**src/rtl/pipeline_pkg.sv**
```systemverilog
// Shared pipeline constants and types for the write-back bypass buffer.
// Also holds the helper that encodes a candidate index as a hit level.
package pipeline_pkg;

    localparam int unsigned REG_ADDR_W = 5;
    localparam int unsigned REG_DATA_W = 32;
    localparam logic [3:0]  HIT_NONE   = 4'hF;

    typedef struct packed {
        logic                  valid;
        logic [REG_ADDR_W-1:0] addr;
        logic [REG_DATA_W-1:0] data;
    } bypassEntry_t;

    // Candidate 0 is the live WB write, candidate k is buffer entry k-1.
    function automatic logic [3:0] hitLevel(input int unsigned cand);
        return cand[3:0];
    endfunction

endpackage

```
**src/rtl/wb_bypass_buffer_if.sv**
```systemverilog
// Write-back and ID read-port bundle for the bypass buffer.
// The pipeline drives the master side; the buffer is the slave.
interface wb_bypass_buffer_if import pipeline_pkg::*; #(
    parameter int unsigned DATA_W = REG_DATA_W,
    parameter int unsigned ADDR_W = REG_ADDR_W,
    parameter int unsigned NUM_RD = 2
);

    logic                     RegWrite_wb;
    logic [ADDR_W-1:0]        RegWriteAddr_wb;
    logic [DATA_W-1:0]        RegWriteData_wb;
    logic                     flush;
    logic [NUM_RD*ADDR_W-1:0] RdAddr_id;
    logic [NUM_RD*DATA_W-1:0] RfData_id;
    logic [NUM_RD*DATA_W-1:0] RdData_id;
    logic [NUM_RD-1:0]        Fwd_sel;
    logic [NUM_RD*4-1:0]      Fwd_hit_lvl;

    modport master (
        output RegWrite_wb, RegWriteAddr_wb, RegWriteData_wb, flush, RdAddr_id, RfData_id,
        input  RdData_id, Fwd_sel, Fwd_hit_lvl
    );

    modport slave (
        input  RegWrite_wb, RegWriteAddr_wb, RegWriteData_wb, flush, RdAddr_id, RfData_id,
        output RdData_id, Fwd_sel, Fwd_hit_lvl
    );

endinterface

```
**src/rtl/bypass_match.sv**
```systemverilog
// One ID read port: priority compare over the live WB write and DEPTH buffered entries.
// Lowest-numbered valid matching candidate wins, so the newest data is selected.
module bypass_match import pipeline_pkg::*; #(
    parameter int unsigned DATA_W = REG_DATA_W,
    parameter int unsigned ADDR_W = REG_ADDR_W,
    parameter int unsigned DEPTH  = 2
) (
    input  logic [ADDR_W-1:0]             rdAddr,
    input  logic [DATA_W-1:0]             rfData,
    input  logic [DEPTH:0]                candValid,
    input  logic [(DEPTH+1)*ADDR_W-1:0]   candAddr,
    input  logic [(DEPTH+1)*DATA_W-1:0]   candData,
    output logic [DATA_W-1:0]             rdData,
    output logic                          fwdSel,
    output logic [3:0]                    hitLvl
);

    always_comb begin
        rdData = rfData;
        fwdSel = 1'b0;
        hitLvl = HIT_NONE;
        // Scan oldest to newest so the last assignment is the highest-priority hit.
        for (int k = int'(DEPTH); k >= 0; k--) begin
            if (candValid[k] && (rdAddr != '0) && (candAddr[k*ADDR_W +: ADDR_W] == rdAddr)) begin
                rdData = candData[k*DATA_W +: DATA_W];
                fwdSel = 1'b1;
                hitLvl = hitLevel(unsigned'(k));
            end
        end
    end

endmodule

```
**src/rtl/wb_bypass_buffer.sv**
```systemverilog
// Forwards recent write-backs to ID reads until the register file has absorbed them.
// Entry 0 is the newest; the buffer shifts every cycle regardless of pipeline flow.
module wb_bypass_buffer import pipeline_pkg::*; #(
    parameter int unsigned DATA_W   = REG_DATA_W,
    parameter int unsigned ADDR_W   = REG_ADDR_W,
    parameter int unsigned NUM_RD   = 2,
    parameter int unsigned DEPTH    = 2,
    parameter bit          FWD_LIVE = 1'b1
) (
    input logic               clk,
    input logic               rst,
    wb_bypass_buffer_if.slave bus
);

    if (DEPTH < 1 || DEPTH > 8) begin : gen_depth_check
        $error("wb_bypass_buffer: DEPTH must be in 1..8");
    end

    logic [DEPTH-1:0]  validQ;
    logic [ADDR_W-1:0] addrQ [DEPTH];
    logic [DATA_W-1:0] dataQ [DEPTH];

    logic liveWrite;
    assign liveWrite = bus.RegWrite_wb && (bus.RegWriteAddr_wb != '0);

    // A flush in the same cycle as a live write drops that write.
    always_ff @(posedge clk) begin
        if (rst || bus.flush) begin
            validQ <= '0;
        end else begin
            validQ[0] <= liveWrite;
            for (int k = 1; k < int'(DEPTH); k++) begin
                validQ[k] <= validQ[k-1];
            end
        end
        addrQ[0] <= bus.RegWriteAddr_wb;
        dataQ[0] <= bus.RegWriteData_wb;
        for (int k = 1; k < int'(DEPTH); k++) begin
            addrQ[k] <= addrQ[k-1];
            dataQ[k] <= dataQ[k-1];
        end
    end

    logic [DEPTH:0]              candValid;
    logic [(DEPTH+1)*ADDR_W-1:0] candAddr;
    logic [(DEPTH+1)*DATA_W-1:0] candData;

    // Reset suppresses every candidate, including the live write.
    always_comb begin
        candValid    = '0;
        candAddr     = '0;
        candData     = '0;
        candValid[0] = FWD_LIVE && liveWrite && !rst;
        candAddr[0 +: ADDR_W] = bus.RegWriteAddr_wb;
        candData[0 +: DATA_W] = bus.RegWriteData_wb;
        for (int k = 0; k < int'(DEPTH); k++) begin
            candValid[k+1]                 = validQ[k] && !rst;
            candAddr[(k+1)*ADDR_W +: ADDR_W] = addrQ[k];
            candData[(k+1)*DATA_W +: DATA_W] = dataQ[k];
        end
    end

    logic [NUM_RD*DATA_W-1:0] rdData;
    logic [NUM_RD-1:0]        fwdSel;
    logic [NUM_RD*4-1:0]      hitLvl;

    for (genvar i = 0; i < NUM_RD; i++) begin : gen_port
        bypass_match #(
            .DATA_W (DATA_W),
            .ADDR_W (ADDR_W),
            .DEPTH  (DEPTH)
        ) u_match (
            .rdAddr    (bus.RdAddr_id[i*ADDR_W +: ADDR_W]),
            .rfData    (bus.RfData_id[i*DATA_W +: DATA_W]),
            .candValid (candValid),
            .candAddr  (candAddr),
            .candData  (candData),
            .rdData    (rdData[i*DATA_W +: DATA_W]),
            .fwdSel    (fwdSel[i]),
            .hitLvl    (hitLvl[i*4 +: 4])
        );
    end

    assign bus.RdData_id   = rdData;
    assign bus.Fwd_sel     = fwdSel;
    assign bus.Fwd_hit_lvl = hitLvl;

endmodule

```
**src/flat_wrapper.sv**
```systemverilog
// flat-port wrapper written by rule: the top's interface ports become plain ports
module wb_bypass_buffer_flat import pipeline_pkg::*;
#(
    parameter int unsigned DATA_W   = REG_DATA_W,
    parameter int unsigned ADDR_W   = REG_ADDR_W,
    parameter int unsigned NUM_RD   = 2,
    parameter int unsigned DEPTH    = 2,
    parameter bit          FWD_LIVE = 1'b1
)
  (clk, rst, bus_RegWrite_wb, bus_RegWriteAddr_wb, bus_RegWriteData_wb, bus_flush, bus_RdAddr_id, bus_RfData_id, bus_RdData_id, bus_Fwd_sel, bus_Fwd_hit_lvl);
  wb_bypass_buffer_if #(.DATA_W(DATA_W), .ADDR_W(ADDR_W), .NUM_RD(NUM_RD)) bus_i ();
  input logic clk;
  input logic rst;
  input wire logic [$bits(bus_i.RegWrite_wb)-1:0] bus_RegWrite_wb;
  input wire logic [$bits(bus_i.RegWriteAddr_wb)-1:0] bus_RegWriteAddr_wb;
  input wire logic [$bits(bus_i.RegWriteData_wb)-1:0] bus_RegWriteData_wb;
  input wire logic [$bits(bus_i.flush)-1:0] bus_flush;
  input wire logic [$bits(bus_i.RdAddr_id)-1:0] bus_RdAddr_id;
  input wire logic [$bits(bus_i.RfData_id)-1:0] bus_RfData_id;
  output wire logic [$bits(bus_i.RdData_id)-1:0] bus_RdData_id;
  output wire logic [$bits(bus_i.Fwd_sel)-1:0] bus_Fwd_sel;
  output wire logic [$bits(bus_i.Fwd_hit_lvl)-1:0] bus_Fwd_hit_lvl;
  assign bus_i.RegWrite_wb = bus_RegWrite_wb;
  assign bus_i.RegWriteAddr_wb = bus_RegWriteAddr_wb;
  assign bus_i.RegWriteData_wb = bus_RegWriteData_wb;
  assign bus_i.flush = bus_flush;
  assign bus_i.RdAddr_id = bus_RdAddr_id;
  assign bus_i.RfData_id = bus_RfData_id;
  assign bus_RdData_id = bus_i.RdData_id;
  assign bus_Fwd_sel = bus_i.Fwd_sel;
  assign bus_Fwd_hit_lvl = bus_i.Fwd_hit_lvl;
  wb_bypass_buffer #(.DATA_W(DATA_W), .ADDR_W(ADDR_W), .NUM_RD(NUM_RD), .DEPTH(DEPTH), .FWD_LIVE(FWD_LIVE)) u_core (.clk(clk), .rst(rst), .bus(bus_i));
endmodule
```
**config.mk**
```make
export PLATFORM = sky130hd
export DESIGN_NAME = wb_bypass_buffer_flat
export DESIGN_NICKNAME = d
export VERILOG_FILES = /design/src/rtl/pipeline_pkg.sv /design/src/rtl/wb_bypass_buffer_if.sv /design/src/rtl/bypass_match.sv /design/src/rtl/wb_bypass_buffer.sv /design/src/flat_wrapper.sv
export SDC_FILE = /design/constraint.sdc
export NUM_CORES = 1
export LEC_CHECK = 0
export ABC_AREA = 1
export CAP_MARGIN = 20
export CORE_ASPECT_RATIO = 0.9
export CORE_UTILIZATION = 44
export CTS_CLUSTER_DIAMETER = 80
export DETAILED_ROUTE_END_ITERATION = 7
export PLACE_DENSITY_LB_ADDON = 0.2
export SLEW_MARGIN = 20
export SYNTH_ARGS = -nofsm -noshare
export SYNTH_HDL_FRONTEND = slang
export SYNTH_SLANG_ARGS = --single-unit
```
**constraint.sdc**
```tcl
create_clock -name clk -period 1.6 [get_ports clk]
set_input_delay 0.16 -clock clk [delete_from_list [all_inputs] [get_ports clk]]
set_output_delay 0.16 -clock clk [all_outputs]
set_load 0.005 [all_outputs]
```
Fig. 1: metal 2
Scale bar: 20 um.
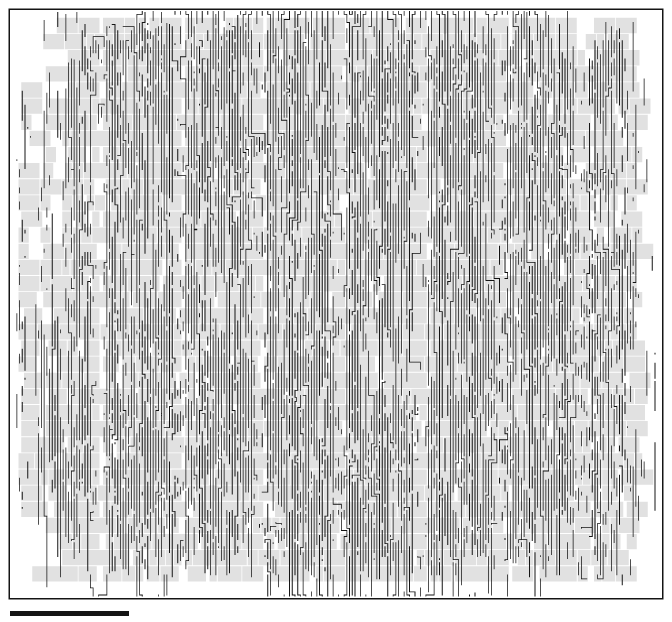
1064 nets have wire on it. The layer carries 12300 um of wire. The longest straight run is 43.5 um.

Fig. 2: M1 wires
Scale bar: 20 um. Supply wires on this layer in grey.
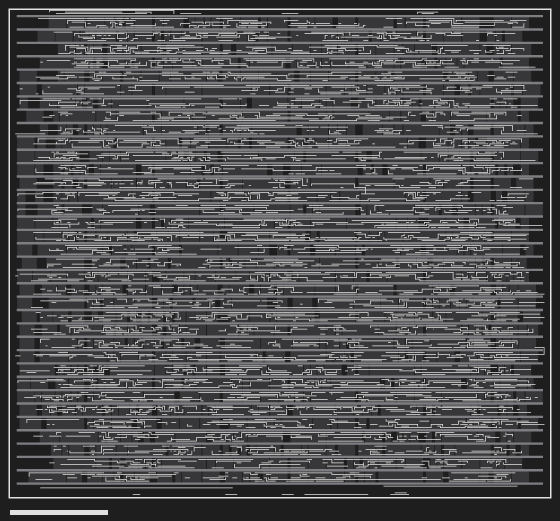
The layer holds 33% of the routed length. The wires run mostly horizontal. The longest straight run is 39.1 um. The layer carries 9330 um of wire. 1041 nets have wire on it.

Fig. 3: cell sizes after repair
Scale bar: 20 um.
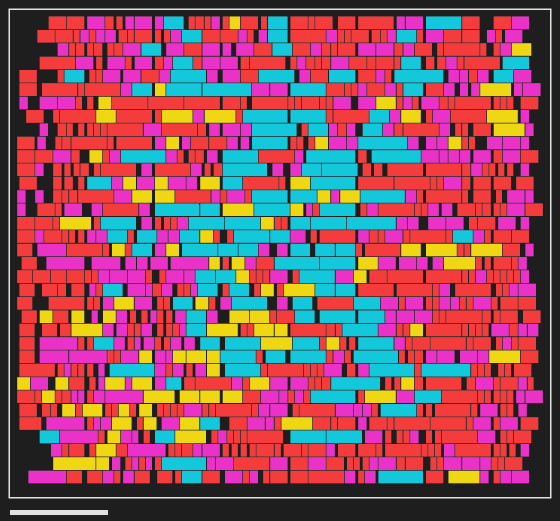
drive 1 or less: drawn in red, cells 554, share 52%, most used nand2_1. drive 3 to 4: drawn in yellow, cells 88, share 8.3%, most used buf_4. drive 2: drawn in magenta, cells 308, share 29%, most used nand3_2. drive 6 and up: drawn in cyan, cells 112, share 11%, most used buf_6.

Fig. 4: close-up of the layout
Scale bar: 10 um. Region (35, 10) to (75, 50) um. Cells in grey, sequential cells in the stronger grey; small squares are vias.
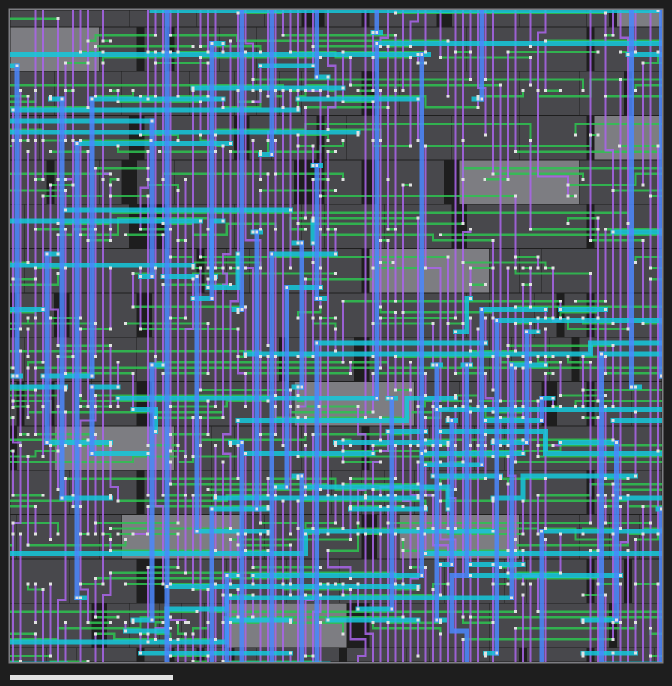
met4: drawn in blue. met2: drawn in purple. met3: drawn in cyan. met1: drawn in green.
Most frequent: nand2_1 (25), nor2_1 (15), buf_6 (14). Netlist names of flops here include u_core.dataQ (8), u_core.addrQ (1). Sequential cells in the window: 9. 152 logic cells have their middle in the window.

Fig. 5: congestion heat map
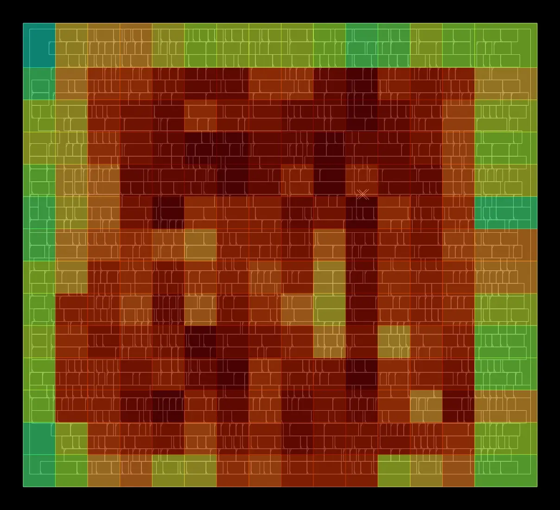
met1 Use GR: 43.66%
final design utilization: 91.17%

==> flow_summary.yaml <==
# physical design summary
outcome:
  run_status: "finished, violations left"
  failed_checks: "design-rule violations, negative setup slack"
synth:
  netlist-cell-type-count: 20
  synthArstFlopShare_pct: 0
  synth_top_cell_by_area: "sky130_fd_sc_hd__dfxtp_1"
  flop_cell: "sky130_fd_sc_hd__dfxtp_1"
  yosysMostFrequentCell: "sky130_fd_sc_hd__nand2_1"
  ff_latch_count_synth: 76
  synth-simple-area-share_pct: 55.64
  synth.yosys.seq_area_share_pct: 32.95
  netlist_area_mm2: 0.004617
  yosys-mux-area-fraction_pct: 0
  topCombFamilyByArea: "simple AND/OR/NAND/NOR gates"
  synth.cells.most_frequent: "298 x sky130_fd_sc_hd__nand2_1, 171 x sky130_fd_sc_hd__nand3_1, 123 x sky130_fd_sc_hd__nor2_1"
  netlist_top_cells_area: "sky130_fd_sc_hd__dfxtp_1 33%, sky130_fd_sc_hd__nand2_1 24%, sky130_fd_sc_hd__nand3_1 19%"
  syn-mean-instance-area_um2: 5.934
  synth-edff-count: 0
  synth.cellmix.adderShare_pct: 0
  synth_nets: 893
  synth_largest_type_area_fraction_pct: 32.95
  synth-compound-area-share_pct: 0.2168
  count_of_yosys_warnings_during_synthesis: 0
  ys_sh_xor_pct: 1.518
sta:
  finalHoldViolCount: 0
  finalSetupViolCount: 74
  clock.fmax_mhz: 417.9
  fin_worst_skew_ns: 0.01112
  worst_pin_slew_ns: 0.3652
  timing_max_transition_violations_final: 0
  fin_ws_ns: -0.7928
  timing.max_slew.rel_slack_pct: 75.65
  fin_hold_ws_ns: 0.1580
die:
  overall_chip_area_mm2: 0.01091
  die.size.y_um: 99.18
  rows: 35
  initCoreUtil_pct: 45.25
global_routing:
  globalRouteMet3Util_pct: 9.240
  grt_pass1_wl_um: 30480
  first_global_vias: 6202
  grt_use_total_pct: 36.36
  grt_antenna_before_repair: 1
  grtUsageMet2_pct: 59.52
  grt_overflow_total: 0
  pin_count_of_the_biggest_net_entering_global_routing: 29
cts:
  h-tree-depth: 3
  numCtsBuffers: 9
  path_clk_slew_ns: 0.06
  clock_tree.buffer_depth: 2
  clock_tree_from_tritoncts: "yes"
  clock_latency_ns: 0.35
  clock_tree.root_cell: "sky130_fd_sc_hd__clkbuf_16"
placed_design:
  place.detailed.hpwl_um: 11150
  routabilityCongestion: 0.8673
  place_ws_ns: -1.017
  io_buffer_count: 188
  place_inst: 1108
  placed_cell_area_mm2: 0.006985
setup_path:
  worst-path-max-fanout: 5
  worst_setup_path_end_kind: "primary output"
  timing_worst_setup_path_type: "register to primary output"
  setup.worst_path.end: "bus_RdData_id[35]"
  ff2ff_path_depth: 3
  worst_r2r_endpoint: "u_core.validQ[1]$_SDFF_PP0_"
  ff2ff_setup_slack_ns: 0.89
  worst_setup_path_startpoint: "u_core.addrQ[0][0]$_DFF_P_"
  r2r_start: "u_core.validQ[0]$_SDFF_PP0_"
hold_path:
  hold-path-cell-count: 1
  whs_endpoint: "u_core.addrQ[0][1]$_DFF_P_"
  timing.hold.worst.class: "primary input to register"
  hold_path.startpoint: "bus_RegWriteAddr_wb[1]"
detailed_routing:
  wl_um: 27990
  drc_errors: 4
  detail_routed_via_count_per_cell: 6.368
  route.met2.wl_um: 12340
  avgRoutedWirePerCell_um: 23.48
  met3_length_um: 3581
  maxUsedRoutingLayer: "met4"
pwr:
  net_switching_fraction_of_the_power_pct: 29.85
  comb_cell_power_mw: 1.07
  power_per_cell_area_mw_per_mm2: 559.9
  share_seq_of_total_power_pct: 40.6
  power_switching_mw: 1.555
  power.share.clock_pct: 38.8
  top_power_group: "sequential cells"
  comb_power_share_pct: 20.6
  worst_ir_drop_vdd_v: 0.0006334
  powerSeq_mw: 2.12
cells_and_area:
  drive_gt1_share_pct: 47.83
  flow.area_growth_from_synthesis_pct: 101.5
  fin_area_mm2: 0.009303
  design.final.nets: 1172
  final_common_cell: "sky130_fd_sc_hd__nand2_1"
  final.fill_count: 379
job:
  drv.max_cap_violation_count: 0
## final cells by class
| type | instances | area (um2) | share of cell area, % |
|---|---|---|---|
| antenna | 1 | 2.502 | 0.02690 |
| clock buffer | 11 | 242.7 | 2.609 |
| clock inverter | 5 | 36.28 | 0.3900 |
| inverter | 39 | 163.9 | 1.762 |
| multi-input combinational | 618 | 3865 | 41.55 |
| sequential | 76 | 1536 | 16.52 |
| tap | 129 | 161.4 | 1.735 |
| timing repair buffer | 313 | 3294 | 35.41 |
## worst max-delay path: stages (launching register included)
cell and delay [ns]:
sky130_fd_sc_hd__dfxtp_4 0.37, sky130_fd_sc_hd__buf_6 0.12, sky130_fd_sc_hd__buf_6 0.11, sky130_fd_sc_hd__nand2_4 0.06
sky130_fd_sc_hd__nand3_4 0.07, sky130_fd_sc_hd__nor2_4 0.13, sky130_fd_sc_hd__nand2_4 0.11, sky130_fd_sc_hd__buf_8 0.16
sky130_fd_sc_hd__buf_12 0.13, sky130_fd_sc_hd__buf_16 0.13, sky130_fd_sc_hd__nand3_2 0.05, sky130_fd_sc_hd__nand2_1 0.07
sky130_fd_sc_hd__nor2_1 0.15, sky130_fd_sc_hd__nor2_1 0.09, sky130_fd_sc_hd__buf_2 0.14
## kinds of logic (layout without fill, tap and decap cells)
kind of cell	after synthesis	count (layout)
buffers and inverters	84	368
xor gates and xnor gates	8	8
DFF	76	76
other	0	1
AOI/OAI and AO/OA	2	2
and+or+nand+nor	608	608
## repair_timing
action,4_1_cts,5_1_grt
hold buffers,0,0
gates resized,486,245
cloned,14,6
pin swaps,118,134
endpoints found under the setup margin,74,74
setup buffers,43,19
endpoints found under the hold margin,0,0
## registers in the layout (all words and copies together), names as in the netlist
register	count
u_core.validQ	2
u_core.dataQ	64
u_core.addrQ	10
Power and IR drop assume default switching activity.
